cell_density.png
Scale: 6 px per um. The die is cut into 7 by 7 equal tiles; dark blue is low, red is high, 0 to 100% covered.
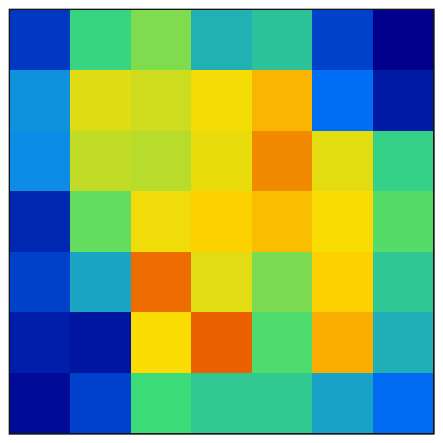
io_fan.png
Scale: 4 px per um.
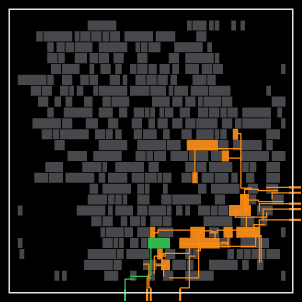
layer_met3.png
Scale: 6 px per um.
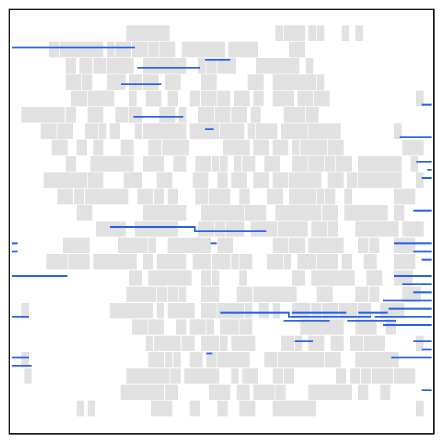
[config.mk]
export PLATFORM = sky130hd
export DESIGN_NAME = spi_readout_frame_assembler
export DESIGN_NICKNAME = d
export VERILOG_FILES = /design/src/rtl/spi_readout_frame_assembler.sv
export SDC_FILE = /design/constraint.sdc
export NUM_CORES = 1
export LEC_CHECK = 0
export CAP_MARGIN = 20
export CORE_MARGIN = 1.5
export CORE_UTILIZATION = 40
export DETAILED_ROUTE_END_ITERATION = 10
export HOLD_SLACK_MARGIN = 0.06
export PLACE_DENSITY = 0.67
export SLEW_MARGIN = 20
export SYNTH_ARGS = -nofsm -noshare
export SYNTH_HDL_FRONTEND = slang
export SYNTH_SLANG_ARGS = --single-unit
[constraint.sdc]
create_clock -name clk -period 2.09 [get_ports clk]
set_input_delay 0.418 -clock clk [delete_from_list [all_inputs] [get_ports clk]]
set_output_delay 0.418 -clock clk [all_outputs]
set_load 0.01 [all_outputs]
[src/rtl/spi_readout_frame_assembler.sv]
// spi_readout_frame_assembler
// Takes the received SPI MISO byte stream, drops idle filler bytes, locates
// length-prefixed frame headers and re-emits each frame as an AXIS byte packet
// terminated by tlast. A frame that stalls too long, or is interrupted by
// enable=0, is closed with a filler byte carrying tlast plus an err_timeout pulse.
// Optional build macro: FRAME_ASSEMBLER_STATS_EN (implements frame_count).
//
// Handshake: a byte moves on either AXIS interface only on a clock edge where
// tvalid && tready are both high; a producer holding tvalid keeps tdata/tlast
// stable until that edge, and the output side never withdraws tvalid early.
module spi_readout_frame_assembler #(
  parameter logic [7:0] IDLE_BYTE   = 8'hBC,
  parameter int         MAX_LEN     = 15,
  parameter int         TIMEOUT_CYC = 1023
) (
  input  logic        clk,
  input  logic        rst,
  input  logic        enable,
  input  logic [7:0]  s_axis_tdata,
  input  logic        s_axis_tvalid,
  output logic        s_axis_tready,
  output logic [7:0]  m_axis_tdata,
  output logic        m_axis_tvalid,
  input  logic        m_axis_tready,
  output logic        m_axis_tlast,
  output logic        err_len,
  output logic        err_timeout,
  output logic [15:0] frame_count,
  output logic [1:0]  dbg_state
);

  localparam int IC_W = (TIMEOUT_CYC > 1) ? $clog2(TIMEOUT_CYC) : 1;

  typedef enum logic [1:0] {
    S_IDLE    = 2'd0,
    S_PAYLOAD = 2'd1,
    S_CLOSE   = 2'd2
  } state_t;

  state_t          r_state;
  logic [4:0]      r_remaining;
  logic [IC_W-1:0] r_idle_cnt;
  logic [7:0]      r_m_tdata;
  logic            r_m_tvalid;
  logic            r_m_tlast;
  logic            r_err_len;
  logic            r_err_timeout;

  state_t          w_state_nx;
  logic [4:0]      w_rem_nx;
  logic [IC_W-1:0] w_idle_nx;
  logic            w_load;
  logic [7:0]      w_ld_data;
  logic            w_ld_last;
  logic            w_err_len_nx;
  logic            w_err_to_nx;
  logic            w_tready;
  logic            w_out_free;
  logic            w_acc;
  logic            w_is_idle;
  logic [4:0]      w_len;
  logic            w_len_bad;

  assign w_out_free = !r_m_tvalid || m_axis_tready;
  assign w_is_idle  = (s_axis_tdata == IDLE_BYTE);
  assign w_len      = s_axis_tdata[4:0];
  assign w_len_bad  = (w_len == 5'd0) || (w_len > 5'(MAX_LEN));

  // Input ready: filler bytes in IDLE are swallowed even when the output is stalled
  always_comb begin
    w_tready = 1'b0;
    case (r_state)
      S_IDLE:    w_tready = enable && (w_out_free || (s_axis_tvalid && w_is_idle));
      S_PAYLOAD: w_tready = enable && w_out_free;
      default:   w_tready = 1'b0;
    endcase
  end

  assign s_axis_tready = !rst && w_tready;
  assign w_acc         = s_axis_tvalid && s_axis_tready;

  // Next-state, counters and output-slot load decisions
  always_comb begin
    w_state_nx   = r_state;
    w_rem_nx     = r_remaining;
    w_idle_nx    = r_idle_cnt;
    w_load       = 1'b0;
    w_ld_data    = r_m_tdata;
    w_ld_last    = 1'b0;
    w_err_len_nx = 1'b0;
    w_err_to_nx  = 1'b0;
    case (r_state)
      S_IDLE: begin
        if (w_acc && !w_is_idle) begin
          if (w_len_bad) begin
            w_err_len_nx = 1'b1;
          end else begin
            w_load     = 1'b1;
            w_ld_data  = s_axis_tdata;
            w_rem_nx   = w_len;
            w_idle_nx  = '0;
            w_state_nx = S_PAYLOAD;
          end
        end
      end
      S_PAYLOAD: begin
        // An accepted byte beats a timeout expiring on the same cycle
        if (w_acc) begin
          w_load    = 1'b1;
          w_ld_data = s_axis_tdata;
          w_idle_nx = '0;
          w_rem_nx  = r_remaining - 5'd1;
          if (r_remaining == 5'd1) begin
            w_ld_last  = 1'b1;
            w_state_nx = S_IDLE;
          end
        end else if (!enable || (r_idle_cnt == IC_W'(TIMEOUT_CYC - 1))) begin
          w_state_nx = S_CLOSE;
        end else begin
          w_idle_nx = r_idle_cnt + IC_W'(1);
        end
      end
      S_CLOSE: begin
        if (w_out_free) begin
          w_load      = 1'b1;
          w_ld_data   = IDLE_BYTE;
          w_ld_last   = 1'b1;
          w_err_to_nx = 1'b1;
          w_idle_nx   = '0;
          w_rem_nx    = 5'd0;
          w_state_nx  = S_IDLE;
        end
      end
      default: w_state_nx = S_IDLE;
    endcase
  end

  // FSM state, counters and error pulse registers
  always_ff @(posedge clk) begin
    if (rst) begin
      r_state       <= S_IDLE;
      r_remaining   <= 5'd0;
      r_idle_cnt    <= '0;
      r_err_len     <= 1'b0;
      r_err_timeout <= 1'b0;
    end else begin
      r_state       <= w_state_nx;
      r_remaining   <= w_rem_nx;
      r_idle_cnt    <= w_idle_nx;
      r_err_len     <= w_err_len_nx;
      r_err_timeout <= w_err_to_nx;
    end
  end

  // Single output register stage; a load only happens when the slot is free
  always_ff @(posedge clk) begin
    if (rst) begin
      r_m_tvalid <= 1'b0;
      r_m_tdata  <= 8'h00;
      r_m_tlast  <= 1'b0;
    end else if (w_load) begin
      r_m_tvalid <= 1'b1;
      r_m_tdata  <= w_ld_data;
      r_m_tlast  <= w_ld_last;
    end else if (m_axis_tready) begin
      r_m_tvalid <= 1'b0;
    end
  end

`ifdef FRAME_ASSEMBLER_STATS_EN
  logic        w_frame_done;
  logic [15:0] r_frame_count;

  assign w_frame_done = (r_state == S_PAYLOAD) && w_acc && (r_remaining == 5'd1);

  // Count normally completed frames; wraps naturally at 16 bits
  always_ff @(posedge clk) begin
    if (rst) begin
      r_frame_count <= 16'h0000;
    end else if (w_frame_done) begin
      r_frame_count <= r_frame_count + 16'd1;
    end
  end

  assign frame_count = r_frame_count;
`else
  assign frame_count = 16'h0000;
`endif

  assign m_axis_tdata  = r_m_tdata;
  assign m_axis_tvalid = r_m_tvalid;
  assign m_axis_tlast  = r_m_tlast;
  assign err_len       = r_err_len;
  assign err_timeout   = r_err_timeout;
  assign dbg_state     = r_state;

endmodule

==> results.tsv <==
stage	metric	value	unit
logic_synthesis	synthXorXnorAreaFrac	0.00961	
min_path	holdPathStages	2	
power_and_ir_drop	p_sw_frac	0.377	
die	boundaryPins	44	
setup_path	crit_path_start_kind	input pin	
finish	nets	302	
grt	overflow	0	
power_and_ir_drop	total_power	2.19	mW
logic_synthesis	yosys_area	0.00182	mm^2
final_timing	rsz0062_at_grt	yes	
final_timing	hold_viol	0	
detailed_routing	wl_per_cell	14.0	um
setup_path	crit_required	1.67	ns
logic_synthesis	synth.cellmix.compoundShare	0.204	
setup_path	endpoint	s_axis_tready	
detailed_routing	first_pass_iters	4	
clock_network	cts-root-buf	clkbuf_8	
min_path	hp-start	s_axis_tdata[6]	
grt	grt_pass1_vias	1754	
grt	grt_antenna_before_repair	0	
placed_design	portBuffers	27	
finish	largest_reg_flops	10	
status	outcome	complete, no violations	
power_and_ir_drop	internal_power	1.36	mW
power_and_ir_drop	p_per_area	887	mW/mm^2
clock_network	post_cts_resized	23	
detailed_routing	postRouteAntennaNets	0	
power_and_ir_drop	power_leakage	0.984	nW
min_path	worst_hold_path.endpoint	m_axis_tdata[6]	
setup_path	reg2reg_from	dbg_state[1]	
grt	grt_usage	0.196	
clock_network	path_clk_slew	0.06	ns
detailed_routing	drc	0	
final_timing	drv_slew	0	
final_timing	fin_worst_skew	0.00586	ns
die	dieArea	0.00497	mm^2
setup_path	rr_worst_depth	10	
final_timing	fin_crit	2.05	ns
setup_path	cp_max_fo	2	
clock_network	cts_setup_buffers	2	
logic_synthesis	async_reset_ff_frac	0	
clock_network	clockBufferDepth	2	
flow_run	warning_count	32	
setup_path	cp.arrival	1.63	ns
Back to the opening pictures, cell_density.png:
fullest tile	89%
tiles over 75% full	16%
emptiest ninth of the die	bottom left
densest ninth of the die	middle
mean over tiles	48%

Back to the opening pictures, io_fan.png:
port	color	bits	direction	edge	end cells	buffers	wire
s_axis_tdata	orange	8	input	5 right, 3 bottom	17	13	286 um
s_axis_tready	green	1	output	bottom	1	1	19.4 um

Back to the opening pictures, layer_met3.png:
longest straight run	20.2 um
wire length on this layer	233 um
share of all routed wire	5.0%
main direction	horizontal
nets with wire on the layer	37

-- critical path, cell delays in order --
cell and delay, ns:
buf_6 0.09, and4b_1 0.24, nand4_1 0.18, nor3b_2 0.22, nor2_1 0.07, nor4b_2 0.25, buf_2 0.17
-- power groups by stage --
stage	combinational, mW	sequential, mW	clock (mW)
floorplan	0.573	0.685	0
global placement	1.00	0.657	0
detailed placement	1.00	0.660	0
CTS	1.04	0.648	0.478
global route	1.19	0.658	0.507
finish	1.08	0.649	0.461
-- cells in the final DEF, fill, tap and decap left out, types with 7 or more instances in the layout --
cell,count
o31ai_1,8
nor2_1,13
conb_1,16
clkdlybuf4s50_1,14
or4_1,7
inv_1,12
o21ai_0,7
dfxtp_1,29
a21oi_1,21
nor3_1,9
buf_4,40
-- cell type report --
cell class / count / area, um^2 / share of cell area
multi-input cells: 165 / 1140 / 0.463
flip-flops and latches: 29 / 581 / 0.235
repair buffers: 68 / 551 / 0.223
clock buffers: 7 / 86.3 / 0.0349
well taps: 52 / 65.1 / 0.0263
inverters: 12 / 45.0 / 0.0182
-- stage by stage --
| step | setup TNS [ns] | instances | hold slack [ns] | setup WS [ns] | cell area, um^2 |
|---|---|---|---|---|---|
| floorplan | 0 | 233 | 0.452 | 0.109 | 1880 |
| global placement | -8.68 | 323 | 0.461 | -0.766 | 2330 |
| detailed placement | -9.39 | 323 | 0.472 | -0.761 | 2330 |
| CTS | 0 | 333 | 0.483 | 0.0321 | 2440 |
| global route | -0.136 | 333 | 0.371 | -0.0355 | 2470 |
| finish | 0 | 333 | 0.380 | 0.0413 | 2470 |
-- per-layer routing --
metal / vias to the layer above / track usage / part of all wire
met2: 53 / 0.329 / 0.47
met3: 7 / 0.0418 / 0.050
met4: 0 / 0.0620 / 0.012
li1: 899 / - / -
met5: - / 0 / 0
met1: 832 / 0.250 / 0.46
No activity file was given, so power comes from the tool's default toggle rates.
